## src/rtl/rsa_pkg.sv

```systemverilog
// Shared types and helpers for the modular-exponentiation core.
package rsa_pkg;

  // Core FSM states.
  typedef enum logic [2:0] {
    IDLE  = 3'd0,
    LOAD  = 3'd1,
    RBASE = 3'd2,
    SQR   = 3'd3,
    MUL   = 3'd4,
    FIN   = 3'd5
  } state_e;

  // Cycles from the accept cycle to the done-high cycle for a well-formed job
  // (modulus >= 2). Error jobs always take 2 cycles.
  function automatic int unsigned latency(input int unsigned w,
                                          input bit const_time,
                                          input logic [63:0] key);
    int unsigned ones;
    ones = 0;
    for (int unsigned k = 0; k < w; k++) begin
      if (key[k]) ones++;
    end
    if (const_time) return 2 + w + 2 * w * w;
    return 2 + w + w * w + w * ones;
  endfunction

endpackage

```

## src/rtl/rsa_modmul.sv

```systemverilog
// Bit-serial interleaved modular multiplier: p = a*b mod n, one bit of b per
// cycle, MSB first. The go cycle already performs the first step, so a job
// occupies exactly W cycles and valid is high in the last of them, with p
// carrying the finished product. Operands must stay stable for the whole job
// and a must be < n.
module rsa_modmul #(
  parameter int W = 6
) (
  input  logic         clk,
  input  logic         reset_n,
  input  logic         go,
  input  logic [W-1:0] a,
  input  logic [W-1:0] b,
  input  logic [W-1:0] n,
  output logic         busy,
  output logic         valid,
  output logic [W-1:0] p
);

  localparam int JW = (W > 1) ? $clog2(W) : 1;

  logic [W+1:0]  acc_q, acc_d;
  logic [JW-1:0] j_q, j_d;
  logic          busy_q, busy_d;

  logic          active;
  logic [W+1:0]  acc_in, sum, red1, red2, n_ext;
  logic [JW-1:0] j_cur;

  // One shift-add step followed by up to two conditional subtractions of n.
  always_comb begin
    active = go | busy_q;
    acc_in = go ? '0 : acc_q;
    j_cur  = go ? JW'(W - 1) : j_q;
    n_ext  = {2'b00, n};
    sum    = {acc_in[W:0], 1'b0} + (b[j_cur] ? {2'b00, a} : '0);
    red1   = (sum  >= n_ext) ? (sum  - n_ext) : sum;
    red2   = (red1 >= n_ext) ? (red1 - n_ext) : red1;
    acc_d  = active ? red2 : acc_q;
    j_d    = active ? (j_cur - 1'b1) : j_q;
    busy_d = active && (j_cur != '0);
    valid  = active && (j_cur == '0);
    p      = red2[W-1:0];
    busy   = busy_q;
  end

  // Accumulator, bit index and busy flag.
  always_ff @(posedge clk) begin
    if (!reset_n) begin
      acc_q  <= '0;
      j_q    <= '0;
      busy_q <= 1'b0;
    end else begin
      acc_q  <= acc_d;
      j_q    <= j_d;
      busy_q <= busy_d;
    end
  end

endmodule

```

## src/rtl/rsa_modexp_core.sv

```systemverilog
// Left-to-right square-and-multiply modular exponentiation:
// result = base^key mod modulus, built on one shared bit-serial multiplier.
//
// Handshake: a job is accepted on a rising edge where ready=1 and start=1;
// key/base/modulus are captured on that edge and may change afterwards.
// start while ready=0 is ignored. done pulses for one cycle in FIN, with err
// and result valid from that cycle and held until the next accept.
module rsa_modexp_core
  import rsa_pkg::*;
#(
  parameter int W          = 6,
  parameter int CONST_TIME = 1
) (
  input  logic         clk,
  input  logic         reset_n,
  input  logic         start,
  input  logic [W-1:0] key,
  input  logic [W-1:0] base,
  input  logic [W-1:0] modulus,
  output logic         ready,
  output logic         busy,
  output logic         done,
  output logic         err,
  output logic [W-1:0] result
);

  localparam int IW = (W > 1) ? $clog2(W) : 1;

  state_e        state_q, state_d;
  logic [W-1:0]  key_q, base_q, n_q, r_q, br_q, result_q;
  logic [IW-1:0] i_q;
  logic          err_q;

  logic          mm_go, mm_busy, mm_valid;
  logic [W-1:0]  mm_a, mm_b, mm_p;
  logic          key_bit, take_mul;

  rsa_modmul #(.W(W)) u_modmul (
    .clk     (clk),
    .reset_n (reset_n),
    .go      (mm_go),
    .a       (mm_a),
    .b       (mm_b),
    .n       (n_q),
    .busy    (mm_busy),
    .valid   (mm_valid),
    .p       (mm_p)
  );

  // Operand steering for the shared multiplier; a job starts on the first
  // cycle of each arithmetic state, when the multiplier is idle.
  always_comb begin
    key_bit  = key_q[i_q];
    take_mul = (CONST_TIME != 0) || key_bit;
    mm_a     = '0;
    mm_b     = '0;
    unique case (state_q)
      RBASE:   begin mm_a = W'(1); mm_b = base_q; end
      SQR:     begin mm_a = r_q;   mm_b = r_q;    end
      MUL:     begin mm_a = r_q;   mm_b = br_q;   end
      default: begin mm_a = '0;    mm_b = '0;     end
    endcase
    mm_go = ((state_q == RBASE) || (state_q == SQR) || (state_q == MUL)) && !mm_busy;
  end

  // FSM state register.
  always_ff @(posedge clk) begin
    if (!reset_n) state_q <= IDLE;
    else          state_q <= state_d;
  end

  // FSM next-state logic.
  always_comb begin
    state_d = state_q;
    unique case (state_q)
      IDLE:  if (start) state_d = LOAD;
      LOAD:  state_d = (n_q < W'(2)) ? FIN : RBASE;
      RBASE: if (mm_valid) state_d = SQR;
      SQR:   if (mm_valid) state_d = take_mul ? MUL : ((i_q == '0) ? FIN : SQR);
      MUL:   if (mm_valid) state_d = (i_q == '0) ? FIN : SQR;
      FIN:   state_d = IDLE;
      default: state_d = IDLE;
    endcase
  end

  // FSM outputs.
  always_comb begin
    ready  = (state_q == IDLE);
    busy   = (state_q != IDLE);
    done   = (state_q == FIN);
    err    = err_q;
    result = result_q;
  end

  // Datapath: operand capture, running result, key bit index, final result.
  always_ff @(posedge clk) begin
    if (!reset_n) begin
      key_q    <= '0;
      base_q   <= '0;
      n_q      <= '0;
      r_q      <= '0;
      br_q     <= '0;
      i_q      <= '0;
      err_q    <= 1'b0;
      result_q <= '0;
    end else begin
      unique case (state_q)
        IDLE: begin
          if (start) begin
            key_q  <= key;
            base_q <= base;
            n_q    <= modulus;
            err_q  <= 1'b0;
          end
        end
        LOAD: begin
          r_q <= W'(1);
          i_q <= IW'(W - 1);
          if (n_q < W'(2)) begin
            err_q    <= 1'b1;
            result_q <= '0;
          end
        end
        RBASE: begin
          if (mm_valid) br_q <= mm_p;
        end
        SQR: begin
          if (mm_valid) begin
            r_q <= mm_p;
            if (!take_mul) begin
              if (i_q == '0) result_q <= mm_p;
              else           i_q      <= i_q - 1'b1;
            end
          end
        end
        MUL: begin
          if (mm_valid) begin
            if (key_bit) r_q <= mm_p;
            if (i_q == '0) result_q <= key_bit ? mm_p : r_q;
            else           i_q      <= i_q - 1'b1;
          end
        end
        default: begin
        end
      endcase
    end
  end

endmodule
```

## config.mk

```make
export PLATFORM = sky130hd
export DESIGN_NAME = rsa_modexp_core
export DESIGN_NICKNAME = d
export VERILOG_FILES = /design/src/rtl/rsa_pkg.sv /design/src/rtl/rsa_modmul.sv /design/src/rtl/rsa_modexp_core.sv
export SDC_FILE = /design/constraint.sdc
export NUM_CORES = 1
export LEC_CHECK = 0
export CORE_ASPECT_RATIO = 1.25
export CORE_MARGIN = 2
export CORE_UTILIZATION = 60
export DETAILED_ROUTE_END_ITERATION = 12
export PLACE_DENSITY = 0.8
export SLEW_MARGIN = 10
export SYNTH_ARGS = -nofsm -noshare
export SYNTH_HDL_FRONTEND = slang
export SYNTH_SLANG_ARGS = --single-unit
```

## constraint.sdc

```tcl
create_clock -name clk -period 17.76 [get_ports clk]
set_input_delay 5.328 -clock clk [delete_from_list [all_inputs] [get_ports clk]]
set_output_delay 5.328 -clock clk [all_outputs]
set_load 0.005 [all_outputs]
```

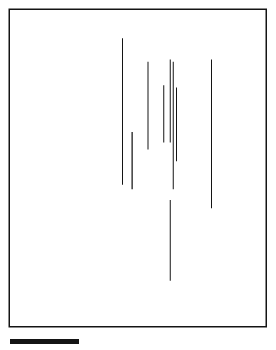
Fig. 1. Signal wires on met4 (run 1).
Scale bar: 20 um.
nets with wire on the layer: 9
main direction: vertical
share of all routed wire: 2.8%
wire length on this layer: 248 um
longest straight run: 42.8 um

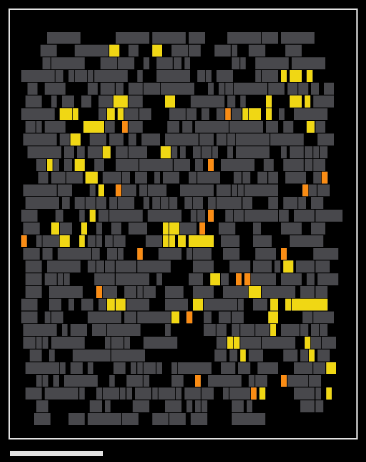
Fig. 2. Selected gate families (run 1).
Scale bar: 20 um.
| colour | family | cells |
|---|---|---|
| yellow | nor cells | 57 |
| orange | inv cells | 18 |

==> run summary, run 1 <==
On the backend side, the flow ran end to end.

The run finished with clean final reports. Setup repair after global routing left no endpoint under its margin. In the layout the commonest cells are sky130_fd_sc_hd__nand2_1, sky130_fd_sc_hd__dfxtp_1, sky130_fd_sc_hd__clkdlybuf4s50_1. The count of input and output buffers stands at 30. The number of warnings the tools reported stands at 28. The launch point of the critical path was reported as state_q[0].

The final tally of max-slew violations stands at 0. The total of cells resized after clock tree synthesis stands at 0. The sum of met2 wire segment lengths after detailed routing stands at 4556 um. The register with the most flip-flops in the layout has 7 of them.

The detailed route wirelength on metal3 stands at 356 um. The main area contributors are sky130_fd_sc_hd__dfxtp_1, sky130_fd_sc_hd__nand2_1, sky130_fd_sc_hd__ha_1. The tree is rooted in a sky130_fd_sc_hd__clkbuf_8. The die is 74.13 um wide. The final number of setup-violating endpoints stands at 0. For the worst-skew pair, the clock arrives at the later sink with an insertion delay of 320 ps. The count of cell instances traversed by the critical path stands at 26. The worst setup path is launched from a register. The synthesis area per yosys stands at 3689 sq um. The via total after detailed routing stands at 3,269. The vertical die dimension stands at 91.66 um. The synthesized netlist net count stands at 497.

The cell count after synthesis came out at 452. Per the timing report, the most critical flop-to-flop path finishes at br_q[4]. For the pin with the worst max-slew slack, the measured transition is 1168 ps. STA classifies the critical path endpoint as a register. The count of final hold-check violations stands at 0. The smallest setup slack after layout stands at 9618 ps.

On the worst path, the slowest cell contributes a delay of 870 ps. For flop-to-flop paths, the worst setup slack is 9620 ps. The top cell type in the final layout, fill and taps aside, is sky130_fd_sc_hd__nand2_1. The met1 wire length stands at 3830 um.

Of the synthesized area, sequential elements account for 0.2931. The first global-routing pass estimated 15,020 um of wire. The endpoint required time on the critical path stands at 17,970 ps.

For met2 alone, demand over resource in global routing was 0.4896. Per the GRT congestion report, total overflow comes to 0. CTS built an H-tree with a depth of 2. After synthesis the netlist holds a flip-flop and latch count of 54. Counting flops with a built-in enable in the synthesized netlist gives 0. u_modmul.acc_q holds more flip-flops than any other register. The utilization after layout stands at 0.6981.

Per STA, the endpoint of the critical path is br_q[4]. In the global route stage, met3 resource usage came out at 0.03297. 31 I/O pins were placed. The count of maximum capacitance violations stands at 0.

In the synthesized netlist the dominant register cell turns out to be sky130_fd_sc_hd__dfxtp_1. The combined buffer and inverter count along the critical path stands at 0.

The launch point of the worst register-to-register path is recorded as state_q[0]. Of the cells placed in the final design, the portion with a size suffix greater than 1 is 0.07906. Overall routing resource usage recorded by global route was 0.2813. After floorplanning, the core was divided into 31 placement rows.

Per the OpenROAD floorplan log, the area of the die is 6795 sq um. The via density per instance stands at 5.944. The placement stage leaves a total instance area of 3991 sq um. The worst hold path terminates at result[0].

CTS reports a maximum clock tree buffer depth of 2. Summing all flip-flop and latch instances after layout gives 1081 sq um. On the worst setup and hold paths after CTS, the clock-pin slew comes to 100 ps. The DRC violations left stands at 0. The cell area after synthesis stands at 3689 sq um. The worst hold path depth stands at 2. Counting the fill cells in the layout gives 512. The number of cells after detailed placement stands at 542.

The cell area after layout stands at 4089 sq um. The count of antenna diodes in the layout stands at 0. The number of cell instances on the worst register-to-register path stands at 26. Counting flops with an async set or reset pin after synthesis yields a share of 0. The worst setup path is of the register to register kind.

The critical path's slowest stage uses the library cell sky130_fd_sc_hd__nor3b_2. The final hold slack stands at 460.1 ps. The mean post-synth cell area stands at 8.160 sq um.

After the first detailed-routing iteration, the DRC count stood at 274.
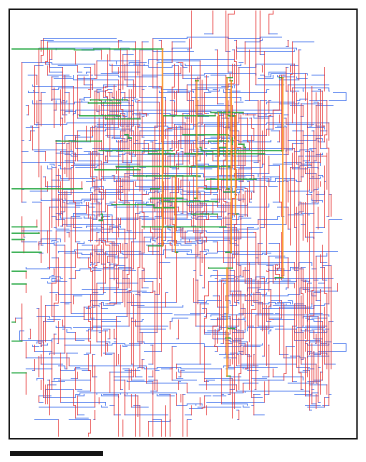
Fig. 3. Signal wires by layer (run 1).
Scale bar: 20 um.
| colour | layer | wire length |
|---|---|---|
| orange | M4 | 248 um |
| blue | M1 | 3,830 um |
| green | M3 | 357 um |
| red | M2 | 4,560 um |

==> run 1: layout make-up <==
class	instances	share of cell area
Clock buffer	5	0.01683
Tap cell	82	0.02509
Clock inverter	3	0.007038
Inverter	18	0.01652
Multi-Input combinational cell	357	0.5949
Timing Repair Buffer	31	0.07528
Sequential cell	54	0.2644
==> run 1: cell families (layout without fill, tap and decap cells) <==
family,Yosys count,after routing,share of synthesized area
buf+inv,41,57,0.04749
fa+ha+maj,24,24,0.08752
simple gates,173,173,0.2371
mux,26,26,0.08345
flops,54,54,0.2931
xor+xnor,12,12,0.03053
compound gates,122,122,0.2208
Fig. 4: run 1, cell placement
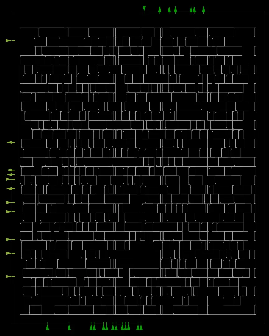

==> run 1 -> run 2 <==
- CORE_UTILIZATION: 60 -> 59
- PLACE_DENSITY: 0.8 -> 0.79
- clock period: 17.76 -> 8.5 ns (I/O delays scaled with it)
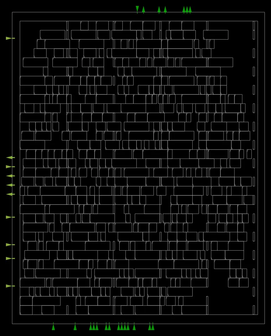
Fig. 5. Cell placement (run 2).
number of core rows: 32
number of filler instances in the final layout: 551
fraction of standard cell area that is sequential: 0.2627
post-layout util: 0.6718

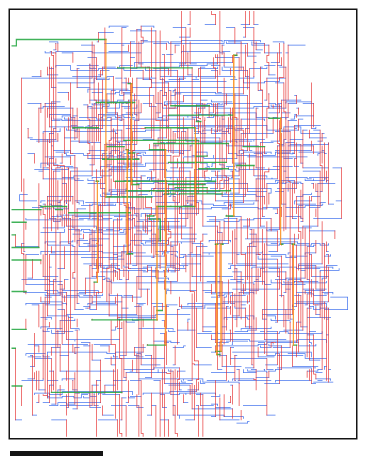
Fig. 6. Signal wires by layer (run 2).
Scale bar: 20 um.
| colour | layer | wire length |
|---|---|---|
| red | M2 | 4,580 um |
| green | M3 | 359 um |
| blue | M1 | 3,720 um |
| orange | M4 | 314 um |
total routing usage reported by global routing: 0.2688
total via count in the routed design: 3,264
mean routed wirelength per cell: 16.15 um

==> run 2 against run 1 <==
Compared with the run above: final cell count is 1.1% higher; global-route usage is 1.3 points lower; flip-flop count stayed put; worst setup slack worse by 8900 ps; critical path depth stayed put; synthesized cell count stayed put; area after synthesis stayed put; critical path type unchanged; critical endpoint is now u_modmul.acc_q[4]; largest cell class unchanged.
==> run summary, run 2 <==
On the backend side, the flow ran end to end.

The run finished with clean final reports. The met3 usage came to 0.02829 (-0.004675). The slew at the pin closest to its max-slew limit came to 838.1 ps (-330.0 ps). Counting flops per register, the top entry is u_modmul.acc_q. The worst setup path is captured at a register. The final hold slack came to 459.4 ps (-0.6790 ps).

The count of maximum capacitance violations came to 0 (unchanged). The non-clock buffering overhead in the final layout stands at 0.08027 (+0.004992). The number of cells after detailed placement is 548 (+1.1%).

The leftover overflow at the end of global routing stands at 0 (unchanged). The post-synth tally of flip-flops with integrated enable stands at 0 (unchanged). The violation count after the first detailed-route iteration is 223 (-19%). For reference, the top logic cell family by area is simple AND/OR/NAND/NOR gates. The CTS H-tree depth stands at 2 (unchanged). The area share of xor/xnor cells in the synthesized design is 0.03053 (unchanged).

The count of mapped cells out of synthesis stands at 452 (unchanged). The CTS clock-pin slew for the worst setup and hold paths is 110 ps (about the same). The clock latency of the later-clocked register in the worst-skew pair came to 320 ps (about the same).

The number of signal-net buffers in the layout stands at 34 (+9.7%). The area share of and/or/nand/nor cells after synthesis was 0.2371 (unchanged). The met1 wire length stands at 3722 um (-2.8%).

Per the area breakdown, the dominant cell category is combinational gates. The number of well taps is 85 (+3.7%). The via density per instance stands at 5.871 (-1.2%). The delay contributed by the slowest stage of the critical path was 650 ps (-220 ps). The number of flip-flops in the largest register stands at 7 (unchanged). The smallest setup slack after layout stands at 711.5 ps (-8907 ps). The slowest stage of the critical path is the sky130_fd_sc_hd__dfxtp_1 cell. The floorplan die width is 74.72 um (+0.80%). The synthesis area per yosys stands at 3689 sq um (unchanged). The DRC violations left was 0 (unchanged). The count of antenna diodes in the layout stands at 0 (unchanged).

The global-route wire length before repair stands at 14,490 um (-3.5%). Setup repair after global routing left no endpoint under its margin.

The total of flip-flops plus latches after synthesis came to 54 (unchanged). The synthesized netlist net count stands at 497 (unchanged). Looking at the clock tree report, the root buffer type is sky130_fd_sc_hd__clkbuf_8. STA classifies the critical path startpoint as a register. The instance area after placement stands at 4018 sq um (+0.66%). The count of final hold-check violations is 0 (unchanged). The share of synthesized registers carrying an async set or reset is 0 (unchanged). The multi-input logic cell count was 357 (unchanged).

The sum of met2 wire segment lengths after detailed routing is 4583 um (+0.59%). The cell area after synthesis stands at 3689 sq um (unchanged). The number of warnings the tools reported stands at 28 (unchanged). The final tally of max-slew violations came to 0 (unchanged). The final number of setup-violating endpoints stands at 0 (unchanged). The total of clock buffers placed in the layout stands at 5 (unchanged). In the setup report, the worst path falls into the class register to register. The endpoint required time on the critical path is 8730 ps (-9240 ps).

The detailed route wirelength on metal3 is 358 um (+0.56%). The maximum root-to-sink buffer count stands at 2 (unchanged). After synthesis, the cell types taking the most area are sky130_fd_sc_hd__dfxtp_1, sky130_fd_sc_hd__nand2_1, sky130_fd_sc_hd__ha_1. The compound-cell area share of the yosys netlist stands at 0.2208 (unchanged).

The I/O pin count is 31 (unchanged). The number of flip-flops and latches stands at 54 (unchanged). The mean post-synth cell area stands at 8.160 sq um (unchanged). The mux contribution to synthesized area stands at 0.08345 (unchanged). The vertical die dimension stands at 92.40 um (+0.81%).

TritonCTS built the clock tree. The count of input and output buffers came to 30 (unchanged).

In the layout the commonest cells are sky130_fd_sc_hd__nand2_1, sky130_fd_sc_hd__dfxtp_1, sky130_fd_sc_hd__clkdlybuf4s50_1. The fraction of the mapped netlist area in adder cells stands at 0.08752 (unchanged). The sequential cell area came to 1081 sq um (unchanged).

The total of cells resized after clock tree synthesis came to 0 (unchanged). The met2 usage in global routing stands at 0.4742 (-0.01539). The relative area of clock buffers and inverters in the final design stands at 0.02372 (-0.0001524).
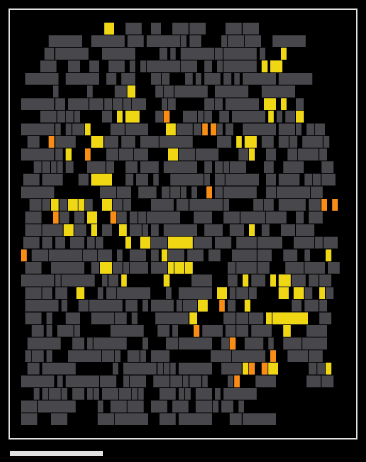
Fig. 7. Selected gate families (run 2).
Scale bar: 20 um.
| colour | family | cells |
|---|---|---|
| orange | inv cells | 18 |
| yellow | nor cells | 57 |
combinational fraction of the cell area: 0.5911
leading cell type in the layout, fill and taps excluded: sky130_fd_sc_hd__nand2_1

==> run 2: cell counts after synthesis <==
Identical to the previous run, type by type.
==> run 2: critical path, delay by kind of cell, from the launching register on <==
family | cells | cell delay (ps)
fa+ha+maj | 5 | 1610
mux | 2 | 890
compound gates | 9 | 2070
simple gates | 10 | 2470
flops | 1 | 650
==> run 2: path summary, 6_finish.rpt <==
kind	to	depth (start not counted)	startpoint	slack, ps
max	u_modmul.acc_q[4]	26	state_q[1]	710
min	result[4]	2	result[4]	460
max reg2reg	u_modmul.acc_q[4]	26	state_q[1]	710
min reg2reg	result[4]	2	result[4]	460
